### config.mk
export PLATFORM = sky130hd
export DESIGN_NAME = paddle_digitizer
export DESIGN_NICKNAME = d
export VERILOG_FILES = /design/src/rtl/paddle_pkg.sv /design/src/rtl/paddle_filter.sv /design/src/rtl/paddle_digitizer.sv
export SDC_FILE = /design/constraint.sdc
export NUM_CORES = 1
export LEC_CHECK = 0
export CAP_MARGIN = 15
export CORE_ASPECT_RATIO = 1.25
export CORE_MARGIN = 2
export CORE_UTILIZATION = 25
export DETAILED_ROUTE_END_ITERATION = 6
export PLACE_DENSITY = 0.41
export SLEW_MARGIN = 20
export SYNTH_ARGS = -nofsm -noshare
export SYNTH_HDL_FRONTEND = slang
export SYNTH_SLANG_ARGS = --single-unit
### constraint.sdc
create_clock -name clk -period 6.95 [get_ports clk]
set_clock_uncertainty 0.05 [all_clocks]
set_input_delay 1.0425 -clock clk [delete_from_list [all_inputs] [get_ports clk]]
set_output_delay 1.0425 -clock clk [all_outputs]
set_load 0.02 [all_outputs]
### src/rtl/paddle_pkg.sv
// Shared types and constants for the RC-timing paddle digitizer.
package paddle_pkg;

   typedef enum logic [2:0] {
      IDLE,
      DRAIN,
      MEASURE,
      FILTER,
      APPLY
   } state_t;

   localparam int unsigned DEF_DRAIN_LINES = 4;
   localparam int unsigned DEF_MAX_LINES   = 255;
   localparam int unsigned DEF_RAW_OFFSET  = 8;
   localparam int unsigned DEF_POS_MAX     = 224;
   localparam int unsigned DEF_HYST        = 2;

   localparam int unsigned POS_W = 9;
   localparam int unsigned SUM_W = 11;

   // Offset removal saturating at zero, then clamp to the playfield limit.
   function automatic logic [POS_W-1:0] clamp_adj(input logic [POS_W-1:0] raw,
                                                  input logic [POS_W-1:0] off,
                                                  input logic [POS_W-1:0] pmax);
      logic [POS_W-1:0] d;
      d = (raw > off) ? raw - off : '0;
      return (d > pmax) ? pmax : d;
   endfunction

endpackage

### src/rtl/paddle_filter.sv
// Four-entry moving average with hysteresis on the paddle position output.
module paddle_filter
   import paddle_pkg::*;
#(
   parameter int unsigned POS_MAX = DEF_POS_MAX,
   parameter int unsigned HYST    = DEF_HYST
) (
   input  logic             clk,
   input  logic             reset,
   input  logic             push,
   input  logic [POS_W-1:0] adj,
   input  logic             apply,
   output logic [POS_W-1:0] pos
);

   localparam logic [POS_W-1:0] POS_RST = POS_W'(POS_MAX / 2);
   localparam logic [POS_W-1:0] HYST_V  = POS_W'(HYST);

   logic [POS_W-1:0] hist [4];
   logic [SUM_W-1:0] sum;
   logic             first;
   logic [POS_W-1:0] avg;
   logic [POS_W-1:0] diff;
   logic             upd;

   always_comb begin
      avg  = sum[SUM_W-1:2];
      diff = (avg >= pos) ? avg - pos : pos - avg;
      upd  = first || (diff >= HYST_V);
   end

   // hist[0] is newest, hist[3] oldest; the first sample after reset fills all slots.
   always_ff @(posedge clk or negedge reset) begin
      if (!reset) begin
         for (int unsigned i = 0; i < 4; i++) hist[i] <= '0;
         sum   <= '0;
         first <= 1'b1;
         pos   <= POS_RST;
      end else begin
         if (push) begin
            if (first) begin
               for (int unsigned i = 0; i < 4; i++) hist[i] <= adj;
               sum <= {adj, 2'b00};
            end else begin
               hist[0] <= adj;
               for (int unsigned i = 1; i < 4; i++) hist[i] <= hist[i-1];
               sum <= sum + SUM_W'(adj) - SUM_W'(hist[3]);
            end
         end
         if (apply) begin
            if (upd) pos <= avg;
            first <= 1'b0;
         end
      end
   end

endmodule

### src/rtl/paddle_digitizer.sv
// Per-frame RC paddle measurement: drain, count scanlines to threshold, filter.
module paddle_digitizer
   import paddle_pkg::*;
#(
   parameter int unsigned DRAIN_LINES = DEF_DRAIN_LINES,
   parameter int unsigned MAX_LINES   = DEF_MAX_LINES,
   parameter int unsigned RAW_OFFSET  = DEF_RAW_OFFSET,
   parameter int unsigned POS_MAX     = DEF_POS_MAX,
   parameter int unsigned HYST        = DEF_HYST
) (
   input  logic       clk,
   input  logic       reset,
   input  logic       vsync,
   input  logic       hsync,
   input  logic       pdl_in,
   output logic       pdl_drain,
   output logic [8:0] paddle_pos,
   output logic       pos_valid,
   output logic       timeout
);

   localparam logic [POS_W-1:0] DRAIN_LAST = POS_W'(DRAIN_LINES - 1);
   localparam logic [POS_W-1:0] MEAS_LAST  = POS_W'(MAX_LINES - 1);
   localparam logic [POS_W-1:0] MAX_V      = POS_W'(MAX_LINES);
   localparam logic [POS_W-1:0] OFF_V      = POS_W'(RAW_OFFSET);
   localparam logic [POS_W-1:0] PMAX_V     = POS_W'(POS_MAX);

   logic pdl_m, pdl_s;
   logic hsync_d, vsync_d;
   logic line_tick, frame_tick;

   state_t           state, state_nxt;
   logic [POS_W-1:0] line_cnt, cnt_nxt;
   logic [POS_W-1:0] raw, raw_nxt;
   logic             to_flag, to_nxt;
   logic [POS_W-1:0] adj;
   logic             push, apply;

   always_ff @(posedge clk or negedge reset) begin
      if (!reset) begin
         pdl_m   <= 1'b0;
         pdl_s   <= 1'b0;
         hsync_d <= 1'b0;
         vsync_d <= 1'b0;
      end else begin
         pdl_m   <= pdl_in;
         pdl_s   <= pdl_m;
         hsync_d <= hsync;
         vsync_d <= vsync;
      end
   end

   assign line_tick  = hsync & ~hsync_d;
   assign frame_tick = vsync & ~vsync_d;

   always_ff @(posedge clk or negedge reset) begin
      if (!reset) begin
         state    <= IDLE;
         line_cnt <= '0;
         raw      <= '0;
         to_flag  <= 1'b0;
      end else begin
         state    <= state_nxt;
         line_cnt <= cnt_nxt;
         raw      <= raw_nxt;
         to_flag  <= to_nxt;
      end
   end

   // frame_tick is tested before line_tick so it wins a same-cycle collision.
   always_comb begin
      state_nxt = state;
      cnt_nxt   = line_cnt;
      raw_nxt   = raw;
      to_nxt    = to_flag;
      unique case (state)
         IDLE: begin
            if (frame_tick) begin
               state_nxt = DRAIN;
               cnt_nxt   = '0;
               to_nxt    = 1'b0;
            end
         end
         DRAIN: begin
            if (frame_tick) begin
               cnt_nxt = '0;
               to_nxt  = 1'b0;
            end else if (line_tick) begin
               if (line_cnt == DRAIN_LAST) begin
                  state_nxt = MEASURE;
                  cnt_nxt   = '0;
               end else begin
                  cnt_nxt = line_cnt + 1'b1;
               end
            end
         end
         MEASURE: begin
            if (frame_tick) begin
               state_nxt = DRAIN;
               cnt_nxt   = '0;
               to_nxt    = 1'b0;
            end else if (line_tick) begin
               if (pdl_s) begin
                  raw_nxt   = line_cnt;
                  state_nxt = FILTER;
               end else if (line_cnt == MEAS_LAST) begin
                  raw_nxt   = MAX_V;
                  to_nxt    = 1'b1;
                  state_nxt = FILTER;
               end else begin
                  cnt_nxt = line_cnt + 1'b1;
               end
            end
         end
         FILTER:  state_nxt = APPLY;
         APPLY:   state_nxt = IDLE;
         default: state_nxt = IDLE;
      endcase
   end

   assign adj   = clamp_adj(raw, OFF_V, PMAX_V);
   assign push  = (state == FILTER);
   assign apply = (state == APPLY);

   always_ff @(posedge clk or negedge reset) begin
      if (!reset) begin
         pdl_drain <= 1'b0;
         pos_valid <= 1'b0;
         timeout   <= 1'b0;
      end else begin
         pdl_drain <= (state_nxt == DRAIN);
         pos_valid <= apply;
         if (apply) timeout <= to_flag;
      end
   end

   paddle_filter #(
      .POS_MAX(POS_MAX),
      .HYST   (HYST)
   ) u_filter (
      .clk  (clk),
      .reset(reset),
      .push (push),
      .adj  (adj),
      .apply(apply),
      .pos  (paddle_pos)
   );

endmodule

gate_families.png
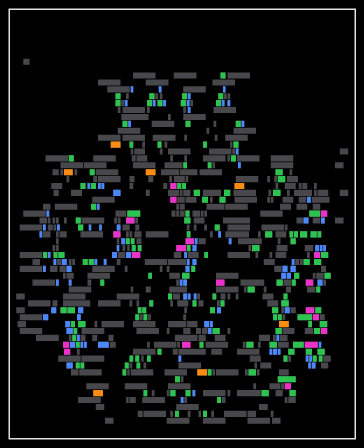
legend:
  multiplexers:
    colour: orange
    cells: 7
    most_used: mux2_2
  AND-OR and OR-AND gates:
    colour: magenta
    cells: 19
    most_used: a21o_1
  NOR gates:
    colour: blue
    cells: 94
    most_used: nor2_1
  inverting AOI/OAI gates:
    colour: green
    cells: 134
    most_used: a31oi_1
Final Non-Filler Cells: 896
combinational share of cell area: 47.7%
Top cell excl fill/tap: dfrtp_1

registers.png
Other sequential cells in the stronger grey, the rest of the logic in the fainter grey.
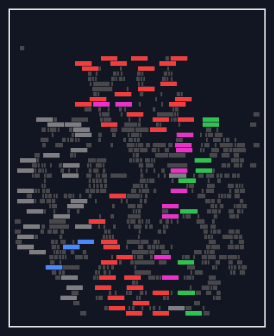
legend:
  `state`:
    colour: blue
    placed_flops: 3
  `u_filter.pos`:
    colour: green
    placed_flops: 9
  `u_filter.sum`:
    colour: magenta
    placed_flops: 11
  `u_filter.hist`:
    colour: red
    placed_flops: 36
Seq area share: 34.8%
Sequential Area: 0.00216 sq mm
seq pwr: 0.703 mW
Final Core Density: 29.0%

==> impl_metrics.tcl <==
# collected from the flow reports
set metrics [dict create \
    finalCriticalPeriod_ps 4680 \
    die_area_sq_mm 0.0229 \
    cpPeakStageDelay_ps 570 \
    dpl.hpwl_microns 9720 \
    antenna_found_initial 0 \
    netlist_instances 607 \
    htreeDepth 3 \
    firstDrtPassIters 4 \
    placed_area_sq_mm 0.00584 \
    fp_nets 654 \
    cp_common_cell "fa_1" \
    rsz0062_at_grt "false" \
    slew_headroom_pct 30.5 \
    detail_route.iter0.violations 187 \
    ys_warn_count 0 \
    post-cts-setup-buffer-count 0 \
    min_path_type "reg2reg" \
    power_density_mw_per_mm2 423 \
    cts_sinks 86 \
    finalSetupViolations 0 \
    final_cell_mix "dfrtp_1 (82), nand2_1 (80), nor2_1 (58)" \
    period_used_pct 67.3 \
    place_congestion 0.853 \
    slew_violations 0 \
    clk_pin_slew_ps 60 \
    hp-start "pdl_m" \
    grtUsageTotal_pct 12.1 \
    whs_path_depth 0 \
    cts_tree "done" \
    hold_viol 0 \
    ys_area_sq_mm 0.00542 \
    grt_pass1_vias 4401 \
    status "finished, final reports clean" \
    critical_path_required_ps 7130 \
    core.rowCount 60 \
    start_kind "register" \
    post_cts_resized 0 \
    ys.flop_type "dfrtp_1" \
    ios 17 \
    synth_flop_count 86 \
    avgRoutedWirePerCell_microns 14.9 \
    fmax_mhz 214 \
    warnings 35 \
    synth_area_sq_mm 0.00542 \
    fin_nets 659 \
    antenna_cells 0 \
    setup_ws_ps 2270 \
    areaGrowthSynthToFinish_pct 14.5 \
    crit_path_top_delay_cell "a311oi_2" \
    port_buffers 16 \
    drive_gt1_share_pct 6.65 \
]
pdn.png
Pins as bars on the die edge.
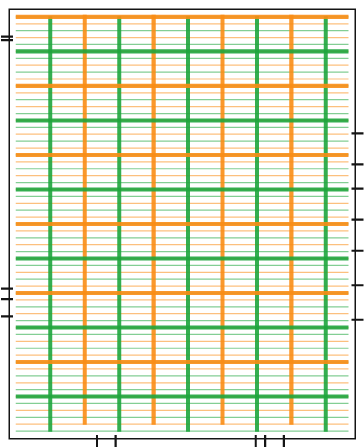
legend:
  VSS:
    colour: green
  VDD:
    colour: orange
rows: 60
met5 straps: 12
core area: 0.0214 sq mm
DIE HEIGHT: 169 microns
Worst VDD drop: 0.159 mV
die width: 136 microns

zoom.png
Region (9, 101) to (59, 151) microns. Cells in grey, sequential cells in the stronger grey; small squares are vias.
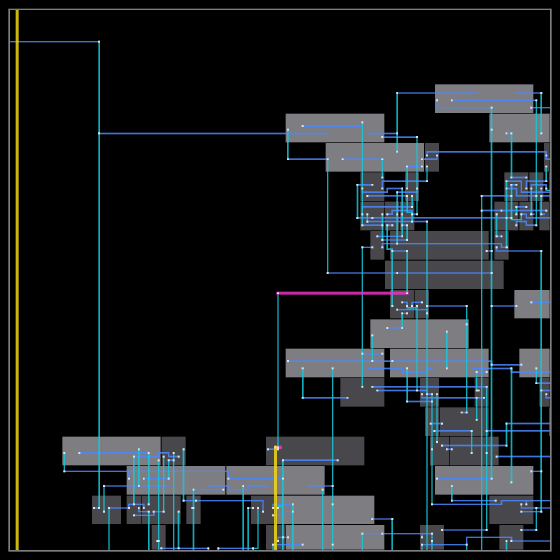
legend:
  met2:
    colour: cyan
  met1:
    colour: blue
  met3:
    colour: magenta
  met4:
    colour: yellow
netlist names of flops here include: `u_filter.hist` (7), `raw` (3), `line_cnt` (2)
cells with their middle in the window: 49
sequential cells in the window: 13
most frequent: dfrtp_1 (13), nand2_1 (6), a31oi_1 (6)

## cell usage after synthesis (all sizes together), types with 6 or more instances
| cell type | count | area, sq um |
|---|---|---|
| buf | 7 | 46.3 |
| clkbuf | 18 | 67.6 |
| o32ai | 10 | 87.6 |
| o21ai | 36 | 180 |
| inv | 52 | 195 |
| a31oi | 30 | 194 |
| and2 | 8 | 50.1 |
| nand2b | 6 | 37.5 |
| a211oi | 6 | 57.6 |
| xor2 | 11 | 96.3 |
| a21oi | 25 | 136 |
| nor2b | 10 | 62.6 |
| xnor2 | 10 | 87.6 |
| o211ai | 8 | 65.1 |
| fa | 10 | 200 |
| mux2 | 6 | 67.6 |
| nor2 | 59 | 221 |
| nand2 | 80 | 300 |
| nor3 | 16 | 80.1 |
| dfrtp | 82 | 2050 |
| nand3 | 11 | 55.1 |
| ha | 32 | 400 |
## cell type report
cell class / count / share of cell area, %
Clock buffer: 10 / 3.69
Inverter: 53 / 3.21
Sequential cell: 86 / 34.8
Timing Repair Buffer: 19 / 2.90
Clock inverter: 6 / 2.16
Tap cell: 279 / 5.63
Multi-Input combinational cell: 443 / 47.7
## state kept, by name, indices dropped and copies added (netlist names), 3 cells and up
| name | flops |
|---|---|
| u_filter.sum | 11 |
| u_filter.pos | 9 |
| line_cnt | 9 |
| u_filter.hist | 36 |
| raw | 9 |
| state | 3 |
## worst max-delay path, delay by kind of cell, from the launching register on
family	cells	cell delay (ps)
compound gates	8	2070
fa+ha+maj	3	1220
simple gates	4	720
flops	1	380
buf+inv	1	100
## per-stage QoR
stage          utilization (%)  std cells
2_1_floorplan                -        607
3_3_place_gp              27.3        880
3_5_place_dp              27.3        880
4_1_cts                   29.0        896
5_1_grt                   29.0        896
6_report                  29.0        896
## layer usage
layer	vias up	routed length [microns]	track usage, %	part of all wire [%]
met5	-	0	0	0
met4	0	282	4.98	2.1
met3	13	297	2.16	2.2
met2	50	6760	21.6	51
met1	2111	5970	14.3	45
li1	2140	-	-	-
## worst max path at each step
| stage | from | end | slack (ps) | cells after the start |
|---|---|---|---|---|
| CTS | raw[3] | u_filter.sum[10] | 2290 | 16 |
| floorplan | raw[3] | u_filter.sum[10] | 2860 | 16 |
| detailed placement | raw[3] | u_filter.sum[10] | 2300 | 16 |
| global placement | raw[3] | u_filter.sum[10] | 2450 | 16 |
| global route | raw[3] | u_filter.sum[10] | 2000 | 16 |
| finish | raw[3] | u_filter.sum[10] | 2270 | 16 |
## kinds of logic (layout without fill, tap and decap cells)
| group | after synthesis | in the layout | share of synthesized area, % |
|---|---|---|---|
| simple gates | 220 | 220 | 19.1 |
| mux | 7 | 7 | 1.43 |
| buf+inv | 78 | 88 | 5.77 |
| xor+xnor | 21 | 21 | 3.39 |
| fa+ha+maj | 42 | 42 | 11.1 |
| flops | 86 | 86 | 39.8 |
| compound gates | 153 | 153 | 19.4 |
## report_power, final
part | internal (mW) | switching, mW | total, mW
clock | 0.388 | 0.202 | 0.590
combinational | 0.557 | 0.775 | 1.33
sequential | 0.613 | 0.0903 | 0.703
Power is estimated from default activity; no workload was simulated.
